`config.mk`:
```
export PLATFORM = sky130hd
export DESIGN_NAME = periph_arbiter_4n_flat
export DESIGN_NICKNAME = d
export VERILOG_FILES = /design/src/rtl/periph_arb_pkg.sv /design/src/rtl/periph_arbiter_4n_if.sv /design/src/rtl/periph_req_pick.sv /design/src/rtl/periph_arbiter_4n.sv /design/src/flat_wrapper.sv
export SDC_FILE = /design/constraint.sdc
export NUM_CORES = 1
export LEC_CHECK = 0
export CORE_MARGIN = 5
export CORE_UTILIZATION = 52
export CTS_CLUSTER_DIAMETER = 150
export DETAILED_ROUTE_END_ITERATION = 8
export HOLD_SLACK_MARGIN = 0.12
export MAX_ROUTING_LAYER = met4
export PLACE_DENSITY = 0.93
export SETUP_SLACK_MARGIN = 0.2
export SYNTH_ARGS = -nofsm -noshare
export SYNTH_HDL_FRONTEND = slang
export SYNTH_HIERARCHICAL = 1
export SYNTH_SLANG_ARGS = --single-unit
```
`constraint.sdc`:
```
create_clock -name CLK -period 8.5 [get_ports CLK]
set_input_delay 1.7 -clock CLK [delete_from_list [all_inputs] [get_ports CLK]]
set_output_delay 1.7 -clock CLK [all_outputs]
set_load 0.01 [all_outputs]
```
`src/rtl/periph_arb_pkg.sv`:
```
// rtl/periph_arb_pkg.sv - shared types, constants and op-word decode for the peripheral lease arbiter
package periph_arb_pkg;

   typedef enum logic [1:0] {IDLE, OWN, RELEASE} state_t;

   localparam logic [3:0] CTRL_NIB = 4'hF;
   localparam logic [7:0] STOP_LO  = 8'hFF;

   function automatic logic is_ctrl(input logic [15:0] word, input logic [3:0] tag);
      return (word[15:12] == CTRL_NIB) && (word[11:8] == tag);
   endfunction

   function automatic logic is_start(input logic [15:0] word, input logic [3:0] tag);
      return is_ctrl(word, tag) && (word[7:4] == 4'h0) && (word[3:0] != 4'h0);
   endfunction

   function automatic logic is_stop(input logic [15:0] word, input logic [3:0] tag);
      return is_ctrl(word, tag) && (word[7:0] == STOP_LO);
   endfunction

   // Wrong-tag control-looking words fall through to data on purpose.
   function automatic logic is_data(input logic [15:0] word, input logic [3:0] tag);
      return !is_ctrl(word, tag) && (word != 16'h0000);
   endfunction

endpackage

```
`src/rtl/periph_arbiter_4n_if.sv`:
```
// rtl/periph_arbiter_4n_if.sv - node op buses and peripheral/status outputs of the lease arbiter
interface periph_arbiter_4n_if;
   logic [15:0] in_op_node0;
   logic [15:0] in_op_node1;
   logic [15:0] in_op_node2;
   logic [15:0] in_op_node3;
   logic [7:0]  out_peripheral;
   logic        owner_valid;
   logic [1:0]  owner_id;
   logic        timeout_evt;

   modport master (
      output in_op_node0, in_op_node1, in_op_node2, in_op_node3,
      input  out_peripheral, owner_valid, owner_id, timeout_evt
   );

   modport slave (
      input  in_op_node0, in_op_node1, in_op_node2, in_op_node3,
      output out_peripheral, owner_valid, owner_id, timeout_evt
   );
endinterface

```
`src/rtl/periph_req_pick.sv`:
```
// rtl/periph_req_pick.sv - combinational max-priority picker, ties resolved by scan order from rr_ptr
module periph_req_pick (
   input  logic [3:0][3:0] i_prio,
   input  logic [1:0]      i_rr_ptr,
   output logic            o_any_req,
   output logic [1:0]      o_winner
);

   logic [3:0] w_best;
   logic [1:0] w_idx;

   // Strict greater-than keeps the first tied node in scan order.
   always_comb begin
      w_best   = 4'h0;
      w_idx    = 2'd0;
      o_winner = 2'd0;
      for (int k = 0; k < 4; k++) begin
         w_idx = i_rr_ptr + 2'(k);
         if (i_prio[w_idx] > w_best) begin
            w_best   = i_prio[w_idx];
            o_winner = w_idx;
         end
      end
      o_any_req = (w_best != 4'h0);
   end

endmodule

```
`src/rtl/periph_arbiter_4n.sv`:
```
// rtl/periph_arbiter_4n.sv - four-node lease arbiter for one 8-bit output peripheral with lease watchdog
module periph_arbiter_4n
   import periph_arb_pkg::*;
#(
   parameter logic [3:0] TAG            = 4'b1010,
   parameter int         TIMEOUT_CYCLES = 1024
) (
   input  logic               CLK,
   input  logic               RST,
   periph_arbiter_4n_if.slave bus
);

   localparam logic [15:0] TMO_LAST = 16'(TIMEOUT_CYCLES - 1);

   state_t      r_state, w_state_n;
   logic [7:0]  r_out, w_out_n;
   logic        r_valid, w_valid_n;
   logic [1:0]  r_id, w_id_n;
   logic        r_evt, w_evt_n;
   logic [15:0] r_timer, w_timer_n;
   logic [1:0]  r_rr, w_rr_n;

   logic [15:0]     w_op [4];
   logic [3:0][3:0] w_prio;
   logic            w_any_req;
   logic [1:0]      w_winner;
   logic [15:0]     w_own_word;

   assign w_op[0] = bus.in_op_node0;
   assign w_op[1] = bus.in_op_node1;
   assign w_op[2] = bus.in_op_node2;
   assign w_op[3] = bus.in_op_node3;

   always_comb begin
      for (int i = 0; i < 4; i++)
         w_prio[i] = is_start(w_op[i], TAG) ? w_op[i][3:0] : 4'h0;
   end

   assign w_own_word = w_op[r_id];

   periph_req_pick u_pick (
      .i_prio    (w_prio),
      .i_rr_ptr  (r_rr),
      .o_any_req (w_any_req),
      .o_winner  (w_winner)
   );

   always_ff @(posedge CLK or posedge RST) begin
      if (RST) begin
         r_state <= IDLE;
         r_out   <= 8'h00;
         r_valid <= 1'b0;
         r_id    <= 2'd0;
         r_evt   <= 1'b0;
         r_timer <= 16'h0000;
         r_rr    <= 2'd0;
      end else begin
         r_state <= w_state_n;
         r_out   <= w_out_n;
         r_valid <= w_valid_n;
         r_id    <= w_id_n;
         r_evt   <= w_evt_n;
         r_timer <= w_timer_n;
         r_rr    <= w_rr_n;
      end
   end

   always_comb begin
      w_state_n = r_state;
      w_out_n   = r_out;
      w_valid_n = r_valid;
      w_id_n    = r_id;
      w_evt_n   = 1'b0;
      w_timer_n = r_timer;
      w_rr_n    = r_rr;
      case (r_state)
         IDLE: begin
            w_out_n = 8'h00;
            if (w_any_req) begin
               w_state_n = OWN;
               w_id_n    = w_winner;
               w_valid_n = 1'b1;
               w_timer_n = 16'h0000;
            end
         end
         OWN: begin
            if (is_stop(w_own_word, TAG)) begin
               w_state_n = RELEASE;
               w_out_n   = 8'h00;
               w_valid_n = 1'b0;
            end else if (is_data(w_own_word, TAG)) begin
               w_out_n   = w_own_word[7:0];
               w_timer_n = 16'h0000;
            end else if (r_timer == TMO_LAST) begin
               w_state_n = RELEASE;
               w_out_n   = 8'h00;
               w_valid_n = 1'b0;
               w_evt_n   = 1'b1;
            end else begin
               w_timer_n = r_timer + 16'h0001;
            end
         end
         RELEASE: begin
            w_out_n   = 8'h00;
            w_valid_n = 1'b0;
            w_rr_n    = r_id + 2'd1;
            w_state_n = IDLE;
         end
         default: w_state_n = IDLE;
      endcase
   end

   assign bus.out_peripheral = r_out;
   assign bus.owner_valid    = r_valid;
   assign bus.owner_id       = r_id;
   assign bus.timeout_evt    = r_evt;

endmodule

```
`src/flat_wrapper.sv`:
```
// flat-port wrapper written by rule: the top's interface ports become plain ports
module periph_arbiter_4n_flat import periph_arb_pkg::*;
#(
   parameter logic [3:0] TAG            = 4'b1010,
   parameter int         TIMEOUT_CYCLES = 1024
)
  (CLK, RST, bus_in_op_node0, bus_in_op_node1, bus_in_op_node2, bus_in_op_node3, bus_out_peripheral, bus_owner_valid, bus_owner_id, bus_timeout_evt);
  periph_arbiter_4n_if bus_i ();
  input  logic CLK;
  input  logic RST;
  input wire logic [$bits(bus_i.in_op_node0)-1:0] bus_in_op_node0;
  input wire logic [$bits(bus_i.in_op_node1)-1:0] bus_in_op_node1;
  input wire logic [$bits(bus_i.in_op_node2)-1:0] bus_in_op_node2;
  input wire logic [$bits(bus_i.in_op_node3)-1:0] bus_in_op_node3;
  output wire logic [$bits(bus_i.out_peripheral)-1:0] bus_out_peripheral;
  output wire logic [$bits(bus_i.owner_valid)-1:0] bus_owner_valid;
  output wire logic [$bits(bus_i.owner_id)-1:0] bus_owner_id;
  output wire logic [$bits(bus_i.timeout_evt)-1:0] bus_timeout_evt;
  assign bus_i.in_op_node0 = bus_in_op_node0;
  assign bus_i.in_op_node1 = bus_in_op_node1;
  assign bus_i.in_op_node2 = bus_in_op_node2;
  assign bus_i.in_op_node3 = bus_in_op_node3;
  assign bus_out_peripheral = bus_i.out_peripheral;
  assign bus_owner_valid = bus_i.owner_valid;
  assign bus_owner_id = bus_i.owner_id;
  assign bus_timeout_evt = bus_i.timeout_evt;
  periph_arbiter_4n #(.TAG(TAG), .TIMEOUT_CYCLES(TIMEOUT_CYCLES)) u_core (.CLK(CLK), .RST(RST), .bus(bus_i));
endmodule
```
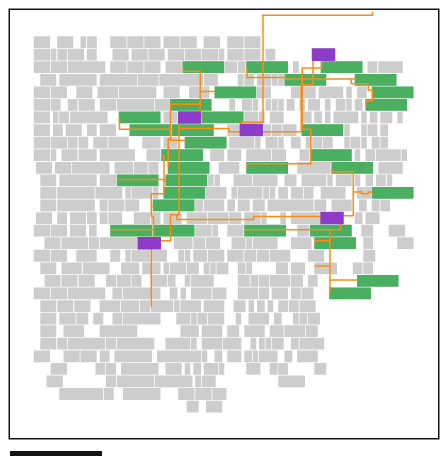
(clock network drawn from the DEF)
Bar = 20 µm.
[clock-net drivers] purple | count: 5
[clock wires] orange | length: 440 µm
[flip-flops] green | count: 32
routed clock nets: 6
power share of the clock group: 10.2%
Clock Power: 127 µW

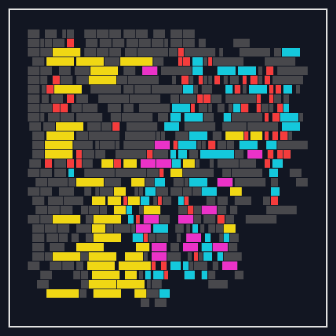
(gate-type map)
[fa/ha/maj cells] magenta | cells: 16
[mux cells] yellow | cells: 45
[nand cells] red | cells: 60
[aoi and oai cells] cyan | cells: 53
combinational share of cell area: 57.4%
Final Non-Filler Cells: 526
commonest non-fill, non-tap cell in the layout: sky130_fd_sc_hd__clkdlybuf4s50_1

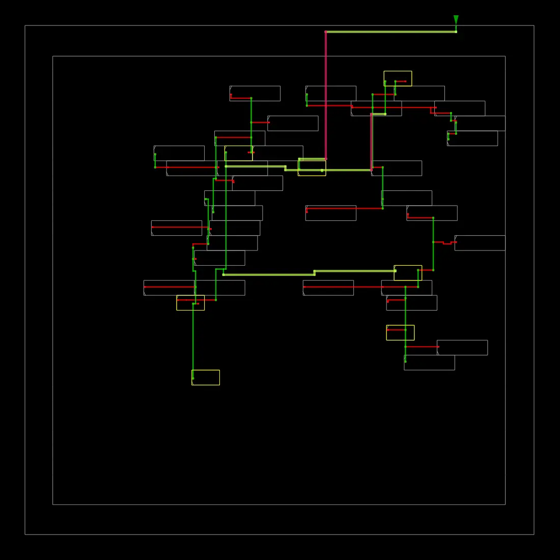
(clock wiring as the flow saved it)
clock buffer count from CTS: 5
clock net sink count: 32
clock skew after layout: 0.00670 ns
clkbuf count: 7
Latency at later pin: 0.29 ns

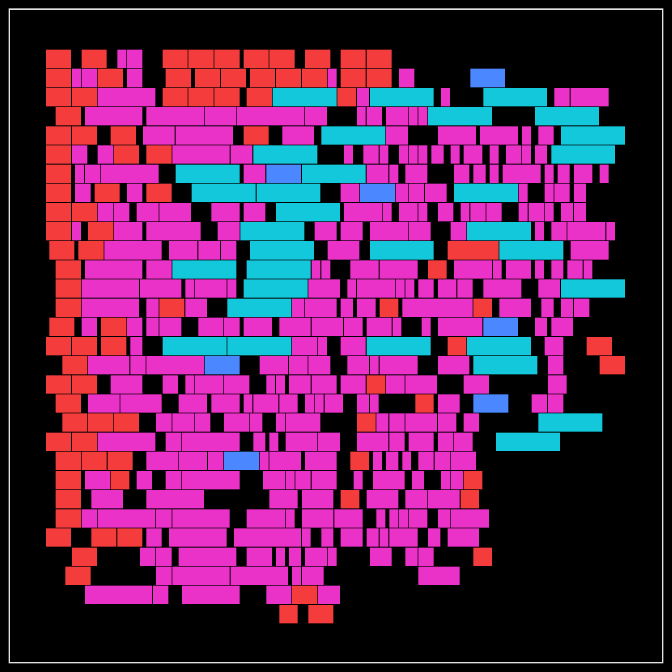
(cells colored by class)
[remaining logic cells] magenta | cells: 314 | share of their area: 61%
[remaining buffers and delay cells] red | cells: 93 | share of their area: 20%
[clock drivers and dummy loads] blue | cells: 7 | share of their area: 2.1%
[registers] cyan | cells: 32 | share of their area: 17%
Non-Filler Cell Area, Final: 4710 µm²
Rows: 30
floorplan core area: 6720 µm²
sequential cell area share: 17.0%
Layout Utilization: 70.0%

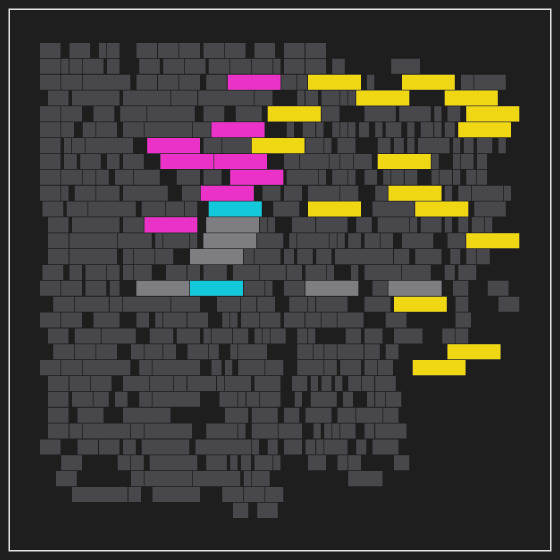
(sequential cells colored by netlist name)
Other sequential cells in the stronger gray, the rest of the logic in the fainter gray.
[u_core/bus.owner_id] cyan | flops: 2
[u_core/bus.out_peripheral] magenta | flops: 8 | where: top middle
[u_core/r_timer] yellow | flops: 16
sequential logic power: 269 µW
register cell area after layout: 801 µm²

==> impl.org <==
* Implementation run

** Placed design
- Area of placed instances :: roughly 4400 µm²
- OpenSTA, run right after detailed placement, puts the worst setup slack at -0.250 ns.
- Final weighted congestion in routability-driven placement :: roughly 0.95
- Count of buffers from port buffering :: between 70 and 80
- Counting tap cells, the placed design contains a total of between 500 and 600 instances.
- HPWL after detailed placement :: roughly 8200 µm

** Critical path
- Kind of capture point of the worst setup path :: register
- The worst register-to-register path has a depth of 29.
- The setup check on the worst reg-to-reg path leaves a slack of between 1.5 and 2 ns.
- On the critical path, the stage with the largest delay is an instance of sky130_fd_sc_hd__mux4_1.
- The script reports the combined buffer and inverter count of the critical path as 5.
- Startpoint type of the worst setup path :: input port
- Startpoint-to-endpoint class of the critical path :: input port to register
- Reg2Reg Capture Point :: u_core/r_timer[1]
- Launch point of the worst reg-to-reg path :: u_core/r_rr[0]
- Counting stages on the worst path, the most repeated cell is sky130_fd_sc_hd__ha_1.

** Yosys
- The synthesis report gives the async set-or-reset register share as 100%.
- Post-synthesis share of cell area spent on full adders, half adders and majority gates :: between 5 and 6%
- Post-synthesis instance area :: approximately 3500 µm²
- Synth mux share :: 22.3%
- By area the synthesized netlist is led by sky130_fd_sc_hd__dfrtp_1, sky130_fd_sc_hd__mux4_2, sky130_fd_sc_hd__ha_1, sky130_fd_sc_hd__o221ai_2, sky130_fd_sc_hd__mux2i_1.
- Aoi/oai-family share of the synthesized area :: around 18%
- Grouping non-sequential cells by family puts the most area in simple AND/OR/NAND/NOR gates.
- Count of cell types in the netlist :: between 70 and 80
- Among all flip-flop cells after synthesis, the most frequent one is sky130_fd_sc_hd__dfrtp_1.
- Sequential elements use a little under a quarter of the synthesized area.
- The stat command in Yosys gives a chip area of approximately 3500 µm².
- Yosys synthesis warning count :: 6
- Mean instance size in the synthesized netlist :: approximately 9.9 µm²
- Cell types with the highest counts after synthesis :: sky130_fd_sc_hd__dfrtp_1, sky130_fd_sc_hd__inv_1, sky130_fd_sc_hd__mux4_2, sky130_fd_sc_hd__nand2_1, sky130_fd_sc_hd__nor2_1
- Per the synthesis report, the XOR/XNOR share of the synthesized area is 0.247%.
- The synth_stat.txt file lists the number of cells as 358.
- Basic-gate share of the synthesized area counting and, or, nand and nor cells :: 25.6%
- Area share of the largest cell type after synthesis :: between 20% and 30%

** Timing
- Summed over all failing endpoints, the final setup total negative slack is 0 ns.
- Number of slew-limit violations in the final report :: 0
- Headroom to the max-slew limit :: between 20% and 30%
- After layout, the minimum clock period comes to roughly 8.2 ns.
- Period Utilization, post-route :: 96.8%
- Actual slew at the worst max-slew pin :: around 1.1 ns
- For reference, the final report shows the hold violation count at 0.
- Worst Hold Margin :: between 0.5 and 0.6 ns

** Power
- Sequential fraction of design power :: a little over a fifth
- In the power breakdown, the internal column shows 706 µW.
- The leakage power in the latest report is 0.00179 µW.
- Combinational group share of total power :: 68.3%
- Power comes to 1250 µW.
- The script extracted a net switching power of between 500 and 600 µW.
- In this run the power density over the cells is 265 nW/µm².
- Worst vdd ir :: about 150 µV
- The largest share of the power goes to combinational cells.

** Drt
- In the routed layout, each cell is associated on average with a via count of just under 7.
- Count of unresolved DRC violations after routing :: 0
- Per the log, the first TritonRoute iteration ended with a DRC count of 213.
- Number of antenna-violating nets in the routed design :: 0
- Vias after detailed routing :: 3,613

** Global route
- The via count of the first global-routing pass was 3,584.
- GR Util All Layers :: roughly a quarter
- The first global-routing pass estimated 16,800 µm of wire.
- Met3 Use GR :: between 5 and 6%
- Met1 usage in global routing :: between 20 and 30%
- Global routing consumed, on the met2 layer, a little over two fifths of the routing resources.
- Grt peak-use layer :: met2

** Worst hold path
- Instance count along the most critical hold path :: 1
- STA reports the tightest min-delay check as being of type register to register.
- Terminating pin of the worst hold path :: u_core/bus.out_peripheral[7]

** Clock network
- Clock-pin slew on the worst setup and hold paths :: roughly 0.06 ns
- Postcts setup bufs :: 0
- Library cell used as clock root buffer :: sky130_fd_sc_hd__clkbuf_8
- The longest clock path from root to sink contains 2 buffers.
- Resize count post-CTS :: 4
- TritonCTS built the clock tree.
- The H-tree was split into 2 levels.
- Hold-fix buffers at CTS :: 0

** Cells and area
- The layout has 28 inverters outside the clock class.
- Area fraction of clock buffers and clock inverters :: 2.05%
- Number of antenna diodes :: 0
- For this run, the post-layout net count is approximately 530.
- Compared with the post-synthesis result, the final layout area differs by 32.6%.
- Total of plain and repair buffers excluding clock buffers :: between 90 and 100
- Num sequential :: 32
- Area used by multi-input combinational logic :: 2700 µm²
- NonClk Buf Share :: between 10% and 20%
- The final layout report lists a filler cell count of around 480.
- Commonest non-fill, non-tap cells in the layout :: sky130_fd_sc_hd__clkdlybuf4s50_1, sky130_fd_sc_hd__dfrtp_1, sky130_fd_sc_hd__inv_1

** Floorplan
- Per the OpenROAD floorplan log, the area of the die is around 8600 µm².
- Per the OpenROAD floorplan log, the width of the die is 92.6 µm.
- IO Pins :: approximately 78
- The design received a total of approximately 80 well taps at floorplan.
- Fp util :: ~53%

** Flow run
- Across the run, the number of max-cap violations was 0.
- OpenROAD emitted warnings numbering 29.

** Outcome
- Outcome :: completed
==> metal layers <==
metal  up-vias  wire length (µm)
met4         0               212
met2       193              5670
li1       1606                 -
met5         -                 0
met3        26               786
met1      1788              4330
==> registers in the layout (all words and copies together) (netlist names) <==
name	count
u_core/r_timer	16
u_core/bus.out_peripheral	8
u_core/bus.owner_id	2
u_core/r_rr	2
u_core/r_state	2
u_core/bus.owner_valid	1
u_core/bus.timeout_evt	1
==> worst max-delay path by stage <==
stage	end	depth (start not counted)
CTS	u_core/r_timer[1]	32
detailed placement	u_core/r_timer[1]	32
global route	u_core/r_timer[1]	34
global placement	u_core/r_timer[1]	32
finish	u_core/r_timer[1]	33
floorplan	u_core/r_timer[1]	31
Power and IR drop assume default switching activity.
